==> run_1/clk_routes.png <==
Scale: 3 px per um.
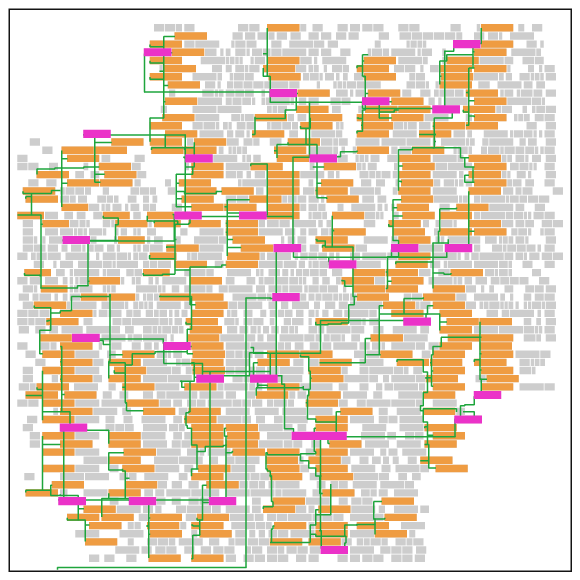
==> run_1/power_grid.png <==
Scale: 2 px per um. Pins as bars on the die edge.
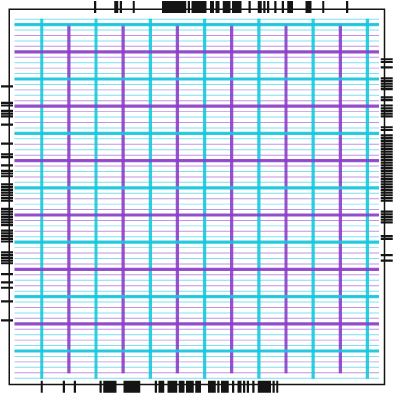
==> run_1/flops_by_reg.png <==
Scale: 2 px per um.
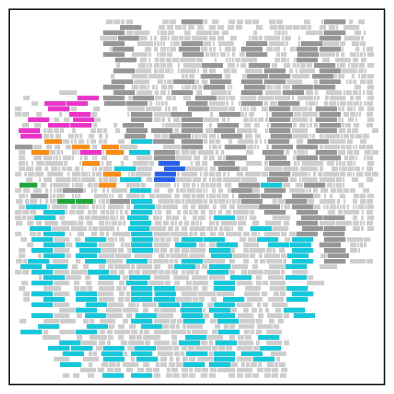
--- src/rtl/store_buffer.sv ---
// Store buffer: holds executed stores until the ROB commits them, drains committed
// stores in order to the data cache and forwards buffered store data to loads.
module store_buffer #(
  parameter int N               = 4,
  parameter int WORD_SIZE       = 32,
  parameter int ROB_ENTRY_WIDTH = 3
) (
  input  logic                       clk,
  input  logic                       rst,
  input  logic                       mem_store_valid,
  input  logic [WORD_SIZE-1:0]       mem_store_addr,
  input  logic [WORD_SIZE-1:0]       mem_store_data,
  input  logic                       mem_store_byte,
  input  logic [ROB_ENTRY_WIDTH-1:0] mem_store_rob_id,
  output logic                       full,
  output logic                       empty,
  input  logic                       sb_store_permission,
  input  logic [ROB_ENTRY_WIDTH-1:0] sb_rob_id,
  input  logic                       flush,
  input  logic [WORD_SIZE-1:0]       ld_addr,
  input  logic                       ld_byte,
  output logic                       fwd_hit,
  output logic [WORD_SIZE-1:0]       fwd_data,
  output logic                       fwd_stall,
  output logic                       dc_req,
  output logic [WORD_SIZE-1:0]       dc_addr,
  output logic [WORD_SIZE-1:0]       dc_data,
  output logic                       dc_byte,
  input  logic                       dc_ack
);
  localparam int PTR_W = (N > 1) ? $clog2(N) : 1;
  localparam int CNT_W = $clog2(N) + 1;

  typedef enum logic [1:0] {FREE, PENDING, COMMITTED} ent_state_t;

  ent_state_t                 st_q   [N];
  ent_state_t                 st_d   [N];
  logic [WORD_SIZE-1:0]       addr_q [N];
  logic [WORD_SIZE-1:0]       data_q [N];
  logic                       byte_q [N];
  logic [ROB_ENTRY_WIDTH-1:0] rob_q  [N];

  logic [PTR_W-1:0] head_q, head_d, tail_q, tail_d;
  logic [CNT_W-1:0] count_q, count_d, n_commit;
  logic             alloc, drain, alloc_commit;
  logic [PTR_W-1:0] idx;

  assign full  = (count_q == CNT_W'(N));
  assign empty = (count_q == '0);

  // Drain port: head entry is offered only once committed; zero otherwise
  assign dc_req  = (st_q[head_q] == COMMITTED);
  assign dc_addr = dc_req ? addr_q[head_q] : '0;
  assign dc_data = dc_req ? data_q[head_q] : '0;
  assign dc_byte = dc_req & byte_q[head_q];

  assign alloc        = mem_store_valid && !full && !flush;
  assign drain        = dc_req && dc_ack;
  assign alloc_commit = sb_store_permission && (mem_store_rob_id == sb_rob_id);

  // Next-state: commit, then drain, then flush (which also cancels allocation)
  always_comb begin
    n_commit = '0;
    for (int i = 0; i < N; i++) begin
      st_d[i] = st_q[i];
      if (sb_store_permission && st_q[i] == PENDING && rob_q[i] == sb_rob_id)
        st_d[i] = COMMITTED;
    end
    if (drain)
      st_d[head_q] = FREE;
    head_d = drain ? head_q + PTR_W'(1) : head_q;
    if (flush) begin
      for (int i = 0; i < N; i++) begin
        if (st_d[i] == PENDING)
          st_d[i] = FREE;
        if (st_d[i] == COMMITTED)
          n_commit = n_commit + CNT_W'(1);
      end
      tail_d  = head_d + PTR_W'(n_commit);
      count_d = n_commit;
    end else begin
      tail_d  = alloc ? tail_q + PTR_W'(1) : tail_q;
      count_d = count_q + CNT_W'(alloc) - CNT_W'(drain);
      if (alloc)
        st_d[tail_q] = alloc_commit ? COMMITTED : PENDING;
    end
  end

  always_ff @(posedge clk or posedge rst) begin
    if (rst) begin
      head_q  <= '0;
      tail_q  <= '0;
      count_q <= '0;
      for (int i = 0; i < N; i++)
        st_q[i] <= FREE;
    end else begin
      head_q  <= head_d;
      tail_q  <= tail_d;
      count_q <= count_d;
      for (int i = 0; i < N; i++)
        st_q[i] <= st_d[i];
    end
  end

  // Payload needs no reset: it is only observed through valid entry state
  always_ff @(posedge clk) begin
    if (alloc) begin
      addr_q[tail_q] <= mem_store_addr;
      data_q[tail_q] <= mem_store_byte ? {{(WORD_SIZE-8){1'b0}}, mem_store_data[7:0]}
                                       : mem_store_data;
      byte_q[tail_q] <= mem_store_byte;
      rob_q[tail_q]  <= mem_store_rob_id;
    end
  end

  // Forwarding: walk oldest to youngest so the youngest overlapping entry wins
  always_comb begin
    fwd_hit   = 1'b0;
    fwd_stall = 1'b0;
    fwd_data  = '0;
    idx       = '0;
    for (int i = 0; i < N; i++) begin
      idx = head_q + PTR_W'(i);
      if (CNT_W'(i) < count_q && st_q[idx] != FREE &&
          addr_q[idx][WORD_SIZE-1:2] == ld_addr[WORD_SIZE-1:2]) begin
        if (byte_q[idx] && ld_byte) begin
          if (addr_q[idx][1:0] == ld_addr[1:0]) begin
            fwd_hit   = 1'b1;
            fwd_stall = 1'b0;
            fwd_data  = {{(WORD_SIZE-8){1'b0}}, data_q[idx][7:0]};
          end
        end else if (byte_q[idx] == ld_byte) begin
          fwd_hit   = 1'b1;
          fwd_stall = 1'b0;
          fwd_data  = data_q[idx];
        end else begin
          fwd_hit   = 1'b0;
          fwd_stall = 1'b1;
          fwd_data  = '0;
        end
      end
    end
  end

endmodule

--- config.mk ---
export PLATFORM = sky130hd
export DESIGN_NAME = store_buffer
export DESIGN_NICKNAME = d
export VERILOG_FILES = /design/src/rtl/store_buffer.sv
export SDC_FILE = /design/constraint.sdc
export NUM_CORES = 1
export LEC_CHECK = 0
export CAP_MARGIN = 15
export CORE_MARGIN = 2
export CORE_UTILIZATION = 58
export CTS_CLUSTER_DIAMETER = 80
export DETAILED_ROUTE_END_ITERATION = 16
export PLACE_DENSITY = 0.88
export SLEW_MARGIN = 20
export SYNTH_ARGS = -nofsm -noshare
export SYNTH_HDL_FRONTEND = slang
export SYNTH_SLANG_ARGS = --single-unit
--- constraint.sdc ---
create_clock -name clk -period 8.2 [get_ports clk]
set_clock_uncertainty 0.15 [all_clocks]
set_input_delay 1.64 -clock clk [delete_from_list [all_inputs] [get_ports clk]]
set_output_delay 1.64 -clock clk [all_outputs]
set_load 0.005 [all_outputs]
==> run notes <==
For this run, the chip area from Yosys synthesis comes to 19400 um2. The adder-cell share of the synthesized area came out at 0.0139. The total number of multi-input combinational cells is 1009. The run finished with clean final reports.

The synthesis report names the predominant flop master as edfxtp_1. The simple-gate area share of the yosys netlist was 0.107. Ranking logic cells in the layout by count gives the top entries 272 x edfxtp_1, 211 x clkdlybuf4s50_1, 187 x mux4_2.

For the global-route met1 utilization, the log shows 0.398. The most frequent cell after synthesis was edfxtp_1. From the final report, the count of setup violators was given as 0. Pins over their slew limit in the final report were tallied at 0. The clock-pin slew reported for the worst setup and hold paths after clock tree synthesis works out to 60 ps. The largest cell class by area is multi-input combinational cells. The top-area cell type share of the netlist area is 0.421. Most common cell after layout, fill and taps aside: edfxtp_1.

The run gives 1721 for the total number of nets in the final design. Endpoints failing hold in the final report were tallied at 0. At the worst endpoint, the required time is 6410 ps. The registers reported with the highest flop counts are addr_q x128, data_q x128, rob_q x12.

The longest clock path from root to sink contains 3 buffers. The async set-reset flop share out of synthesis is 0.0523.
About clk_routes.png:
Key: clock wires = green [length 3190 um]; flip-flops = orange [count 287]; clock drivers = magenta [count 30]
There are 31 routed clock nets. Position of the flops: spread over the die.
clock-net power: 1360 uW
clock network power share: 0.171
Latency at later pin: 560 ps

About power_grid.png:
Key: VSS = cyan; VDD = purple
67 met1 rails follow the rows. The core has 66 rows. 13 straps on met5. 212 signal pins sit on the boundary. 13 straps on met4.
core box area: 32700 um2
Chip Height: 187 um
Peak VDD IR: 0.000347 V
width of the die: 187 um

About flops_by_reg.png:
Key: `addr_q` = cyan [sequential cells 128]; `count_q` = green [sequential cells 3]; `byte_q` = blue [sequential cells 4, where centre]; `rob_q` = magenta [sequential cells 12]; `st_q` = orange [sequential cells 8]
flop share of the area: 0.377
area taken by flip-flops and latches: 8550 um2
power consumed by sequential cells: 1920 uW
utilization of the core after routing: 0.693

Power is estimated from default activity; no workload was simulated.
